--- src/rtl/fetch_sequencer.sv ---
// Instruction fetch sequencer: drives the combinational imem, registers each word with its PC for decode.
// Latency: instruction at pc appears on fetch_* one cycle after issue; 1 word/cycle while decode_ready=1.
// Backpressure: output stage holds while fetch_valid & !decode_ready; redirects squash it, faults freeze it.
module fetch_sequencer #(
  parameter logic [31:0] RESET_PC  = 32'h0000_0000,
  parameter logic [31:0] MEM_LIMIT = 32'h0000_0080
) (
  input  logic        clk,
  input  logic        rst_n,
  output logic [31:0] imem_addr,
  input  logic [31:0] imem_inst,
  output logic        fetch_valid,
  output logic [31:0] fetch_inst,
  output logic [31:0] fetch_pc,
  input  logic        decode_ready,
  input  logic        redirect_valid,
  input  logic [1:0]  redirect_type,
  input  logic [31:0] redirect_pc,
  input  logic [25:0] redirect_imm,
  input  logic [31:0] redirect_reg,
  input  logic        halt_req,
  output logic        halted,
  output logic        fault,
  output logic [31:0] fault_addr,
  output logic [31:0] fetch_count
);

  typedef enum logic [1:0] {
    RUN   = 2'd0,
    HALT  = 2'd1,
    FAULT = 2'd2
  } state_t;

  localparam logic [1:0] RT_NONE   = 2'b00;
  localparam logic [1:0] RT_BRANCH = 2'b01;
  localparam logic [1:0] RT_JUMP   = 2'b10;
  localparam logic [1:0] RT_JR     = 2'b11;

  state_t      state_q, state_d;
  logic [31:0] pc_q, pc_d;
  logic        valid_q, valid_d;
  logic [31:0] inst_q, inst_d;
  logic [31:0] fpc_q, fpc_d;
  logic        fault_q, fault_d;
  logic [31:0] fault_addr_q, fault_addr_d;
  logic [31:0] count_q, count_d;

  logic        accept;
  logic        redir;
  logic        can_issue;
  logic [31:0] pc_plus4;
  logic [31:0] br_off;
  logic [31:0] target;

  // Redirect target: branch is relative to the delay-slot PC, jump keeps its region bits.
  always_comb begin
    pc_plus4 = redirect_pc + 32'd4;
    br_off   = {{14{redirect_imm[15]}}, redirect_imm[15:0], 2'b00};
    target   = pc_q;
    case (redirect_type)
      RT_BRANCH: target = pc_plus4 + br_off;
      RT_JUMP:   target = {pc_plus4[31:28], redirect_imm, 2'b00};
      RT_JR:     target = redirect_reg;
      default:   target = pc_q;
    endcase
  end

  // Next-state and datapath: redirect first, then halt, then sequential issue.
  always_comb begin
    state_d      = state_q;
    pc_d         = pc_q;
    valid_d      = valid_q;
    inst_d       = inst_q;
    fpc_d        = fpc_q;
    fault_d      = fault_q;
    fault_addr_d = fault_addr_q;
    count_d      = count_q;

    accept    = valid_q & decode_ready;
    redir     = redirect_valid && (redirect_type != RT_NONE) && (state_q != FAULT);
    can_issue = !valid_q || accept;

    if (redir) begin
      // Squash the in-flight word; it never counts as accepted.
      valid_d = 1'b0;
      if (target[1:0] != 2'b00) begin
        state_d      = FAULT;
        fault_d      = 1'b1;
        fault_addr_d = target;
      end else begin
        pc_d = target;
      end
    end else begin
      if (accept) begin
        count_d = count_q + 32'd1;
        valid_d = 1'b0;
      end
      case (state_q)
        RUN: begin
          if (halt_req) begin
            if (can_issue) state_d = HALT;
          end else if (can_issue) begin
            if (pc_q >= MEM_LIMIT) begin
              state_d      = FAULT;
              fault_d      = 1'b1;
              fault_addr_d = pc_q;
              valid_d      = 1'b0;
            end else begin
              inst_d  = imem_inst;
              fpc_d   = pc_q;
              valid_d = 1'b1;
              pc_d    = pc_q + 32'd4;
            end
          end
        end
        HALT: begin
          if (!halt_req) state_d = RUN;
        end
        default: begin
          state_d = FAULT;
        end
      endcase
    end
  end

  // State and datapath registers.
  always_ff @(posedge clk or negedge rst_n) begin
    if (!rst_n) begin
      state_q      <= RUN;
      pc_q         <= RESET_PC;
      valid_q      <= 1'b0;
      inst_q       <= 32'd0;
      fpc_q        <= 32'd0;
      fault_q      <= 1'b0;
      fault_addr_q <= 32'd0;
      count_q      <= 32'd0;
    end else begin
      state_q      <= state_d;
      pc_q         <= pc_d;
      valid_q      <= valid_d;
      inst_q       <= inst_d;
      fpc_q        <= fpc_d;
      fault_q      <= fault_d;
      fault_addr_q <= fault_addr_d;
      count_q      <= count_d;
    end
  end

  assign imem_addr   = pc_q;
  assign fetch_valid = valid_q;
  assign fetch_inst  = inst_q;
  assign fetch_pc    = fpc_q;
  assign fault       = fault_q;
  assign fault_addr  = fault_addr_q;
  assign fetch_count = count_q;
  assign halted      = (state_q == HALT) && !valid_q;

endmodule

--- config.mk ---
export PLATFORM = sky130hd
export DESIGN_NAME = fetch_sequencer
export DESIGN_NICKNAME = d
export VERILOG_FILES = /design/src/rtl/fetch_sequencer.sv
export SDC_FILE = /design/constraint.sdc
export NUM_CORES = 1
export LEC_CHECK = 0
export CORE_MARGIN = 1
export CORE_UTILIZATION = 30
export CTS_BUF_LIST = sky130_fd_sc_hd__clkbuf_4
export DETAILED_ROUTE_END_ITERATION = 6
export PLACE_DENSITY = 0.58
export SYNTH_ARGS = -nofsm -noshare
export SYNTH_HDL_FRONTEND = slang
export SYNTH_SLANG_ARGS = --single-unit
--- constraint.sdc ---
create_clock -name clk -period 2.83 [get_ports clk]
set_input_delay 0.7075 -clock clk [delete_from_list [all_inputs] [get_ports clk]]
set_output_delay 0.7075 -clock clk [all_outputs]
set_load 0.02 [all_outputs]
==> images/placement.png <==
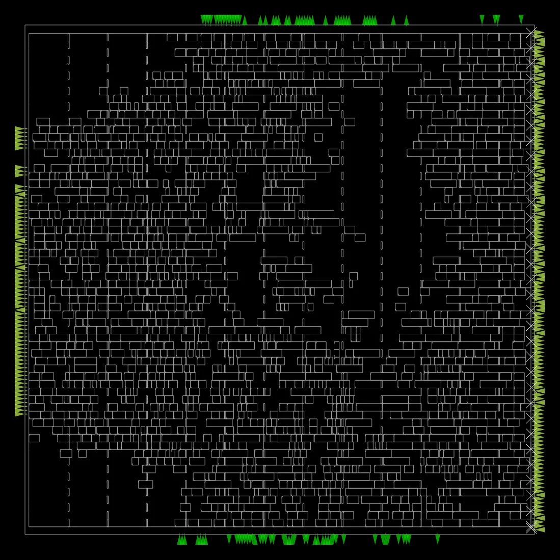
Final Core Density: 0.5003
sequential cell count: 164
core area: 30830 um^2
number of rows created at floorplan: 64

==> images/placement_by_type.png <==
Fill, decap, tap and diode cells in grey.
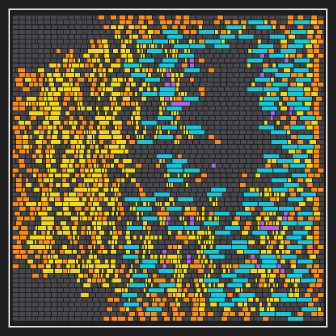
Key: other buffers and delay cells = orange [cells 521]; combinational and other logic = yellow [cells 782]; clock drivers and dummy loads = purple [cells 32]; flops = cyan [cells 164]
total non-filler cell area in the finished layout: 15420 um^2
sequential cell area share: 0.2661

==> worst paths after layout <==
path	to	slack, ps
worst max-delay path	imem_addr[31]	-170
worst min-delay path	fault	490
worst max register to register	fetch_inst[13]	370
worst min register to register	fault	490
max in group asynchronous	fetch_inst[28]	1410
min in group asynchronous	fault_addr[8]	610
==> stage by stage <==
step	util	power [mW]	setup TNS (ps)	setup slack, ps	hold slack, ps
after floorplan	-	4.406	-9990	-529.6	411.9
after global placement	0.4684	6.132	-57290	-1362	456.2
after detailed placement	0.4684	6.164	-59530	-1401	460.1
after CTS	0.4908	7.641	-1041	-147.5	492.8
after global routing	0.5003	8.071	-4668	-293.5	506.5
final	0.5003	7.621	-2271	-171.4	490.1
==> power groups by stage <==
stage	Combinational [mW]	Clock, mW	Sequential, mW
2_1_floorplan	1.01	0	3.40
3_3_place_gp	3.05	0	3.08
3_5_place_dp	3.07	0	3.09
4_1_cts	3.17	1.42	3.05
5_1_grt	3.48	1.51	3.09
6_report	3.23	1.36	3.03
==> cells in the final DEF (no fill, tap or decap), types with 17 or more instances in the layout <==
master / netlist / layout
sky130_fd_sc_hd__a21o_1: 22 / 22
sky130_fd_sc_hd__a21oi_1: 75 / 57
sky130_fd_sc_hd__a31oi_1: 29 / 27
sky130_fd_sc_hd__buf_4: 2 / 213
sky130_fd_sc_hd__buf_6: 0 / 20
sky130_fd_sc_hd__clkbuf_4: 0 / 22
sky130_fd_sc_hd__clkdlybuf4s50_1: 0 / 264
sky130_fd_sc_hd__dfrtp_1: 164 / 163
sky130_fd_sc_hd__ha_1: 38 / 31
sky130_fd_sc_hd__inv_1: 18 / 17
sky130_fd_sc_hd__mux2_2: 47 / 47
sky130_fd_sc_hd__mux2i_1: 25 / 25
sky130_fd_sc_hd__nand2_1: 102 / 95
sky130_fd_sc_hd__nand3_1: 38 / 32
sky130_fd_sc_hd__nand4_1: 23 / 23
sky130_fd_sc_hd__nor2_1: 70 / 60
sky130_fd_sc_hd__nor2b_1: 35 / 34
sky130_fd_sc_hd__o21ai_0: 45 / 22
sky130_fd_sc_hd__xnor2_1: 64 / 53
sky130_fd_sc_hd__xor2_1: 21 / 19
==> cell families (layout without fill, tap and decap cells) <==
kind of cell    count (synthesis)  count (layout)  synth area share
xor+xnor                       86              86           0.08027
mux                            72              72           0.08224
simple gates                  331             331            0.1720
other cells                     0               1                 0
flops                         164             164            0.4330
compound gates                234             234            0.1531
fa+ha+maj                      39              39           0.05228
buf+inv                        64             573           0.02706
==> layout make-up <==
type / instances / area [um^2] / share of cell area
antenna: 1 / 2.502 / 0.0001622
clock buffer: 22 / 165.2 / 0.01071
clock inverter: 10 / 107.6 / 0.006976
inverter: 20 / 75.07 / 0.004867
multi-input combinational: 762 / 5749 / 0.3727
sequential: 164 / 4105 / 0.2661
tap: 396 / 495.5 / 0.03212
timing repair buffer: 521 / 4725 / 0.3063
==> routing by layer <==
metal	global-route usage	wire length (um)
met1	0.2593	14280
met5	0	0
met3	0.04558	2177
met4	0.06172	643
met2	0.3325	15180
==> flip-flops by register name (all words and copies together) (netlist names) <==
name         cells
fetch_pc        32
state_q          2
fault            1
imem_addr       32
fetch_count     32
fetch_valid      1
fault_addr      32
fetch_inst      32
==> impl_metrics.csv <==
group,metric,value,unit
status,outcome,"finished with violations",
status,violations_in_the_final_reports,"DRC, setup timing",
power_and_ir_drop,cellPowerDensity,494.1,nW/um^2
final_timing,period_minus_slack,3001,ps
final_timing,postLayoutSetupSlackWorst,-171.4,ps
floorplanning,die_width,179.7,um
yosys,yosysUniqueCellTypes,61,
clocking,holdBufCountCts,1,
power_and_ir_drop,static-leakage-power,6.971,nW
power_and_ir_drop,seqPwrFrac,0.398,
flow_run,maximum_capacitance_violations,0,
global_route,grt_start_max_net_pins,78,
global_route,grt_pass1_vias,9242,
global_route,globalRouteOverflowTotal,0,
setup_path,crit_cells,17,
yosys,ys_ff,164,
placed_design,place_area,14440,um^2
setup_path,crit_type,"input port to flop",
final_timing,finalSetupViolations,22,
detailed_routing,wl_per_cell,17.02,um
yosys,enable_flop_cells,0,
yosys,synth_top_cell_by_count,"sky130_fd_sc_hd__dfrtp_1",
clocking,cts_num_sinks,164,
power_and_ir_drop,vdd_drop_max,0.1881,mV
detailed_routing,post_drt_via_cell_ratio,4.862,
finish,finish.cell_count_without_fillers,1896,
detailed_routing,detail-route-antenna-nets,0,
yosys,synth_sequential_area_ratio,0.4330,
final_timing,rsz0062_at_grt,"yes",
finish,finish.net_count,1654,
final_timing,skew,20.31,ps
yosys,post_synthesis_chip_area_from_yosys,9478,um^2
setup_path,critical_path.n_buffers_inverters,2,
placed_design,routabilityCongestion,0.8600,
yosys,synth-async-reset-ratio,1.000,
floorplanning,total_die_size,32310,um^2
clocking,numCtsBuffers,17,
floorplanning,die_y,179.7,um
clocking,clk_pin_slew_worst_paths,130,ps
power_and_ir_drop,power.clock.fraction,0.179,
detailed_routing,drc_errors,34,
setup_path,critPathArrivalTime,3470,ps
clocking,cts-htree-levels,4,
yosys,netlist.area_leader.share,0.4330,
setup_path,cp.required,3300,ps
finish,syn2layout_area_growth,62.75,%
floorplanning,io_pins,292,
detailed_routing,drt_wl_total,32.28,mm
global_route,grt_pass1_wl,50.89,mm
yosys,post_synth_main_area_contributors,"sky130_fd_sc_hd__dfrtp_1 (43%), sky130_fd_sc_hd__xnor2_1 (5.9%), sky130_fd_sc_hd__mux2_2 (5.6%)",
min_path,hp-start,"fault",
global_route,overall_global_routing_resource_usage,0.2006,
clocking,cts.root.buffer_cell,"sky130_fd_sc_hd__clkbuf_4",
final_timing,cycle_use_final,1.061,
flow_run,warning_count,36,
power_and_ir_drop,switching_portion_of_total_power,0.3665,
clocking,cts_tree,"yes",
yosys,yosys-top-cells-count,"sky130_fd_sc_hd__dfrtp_1 (164), sky130_fd_sc_hd__nand2_1 (102), sky130_fd_sc_hd__a21oi_1 (75)",
setup_path,rr_startpoint,"imem_addr[24]",
min_path,worstHoldPathCells,1,
power_and_ir_drop,cell_internal_pwr,4.828,mW
clocking,worst_skew_pair.late_latency,570,ps
detailed_routing,detailed_routing_iteration_count_for_the_pre_antenna_repair_pass,7,
global_route,grt_antenna_before_repair,1,
detailed_routing,drt_iter0_drc,451,
setup_path,worstPathCellList,"buf_8, ha_4, nand2_2, nor4_4, buf_4, nand3_2, xnor2_1, ha_1, a21o_1, a21o_1, a21o_1, a221oi_2, o21ai_1, a31oi_1, xnor2_1, nand2_1, a32o_1",
yosys,largest_area_cell,"sky130_fd_sc_hd__dfrtp_1",
finish,final.fill_count,2881,
setup_path,worst_path_largest_cell_delay,320,ps
Power figures rest on the tool's default switching activity, not on a simulated workload.
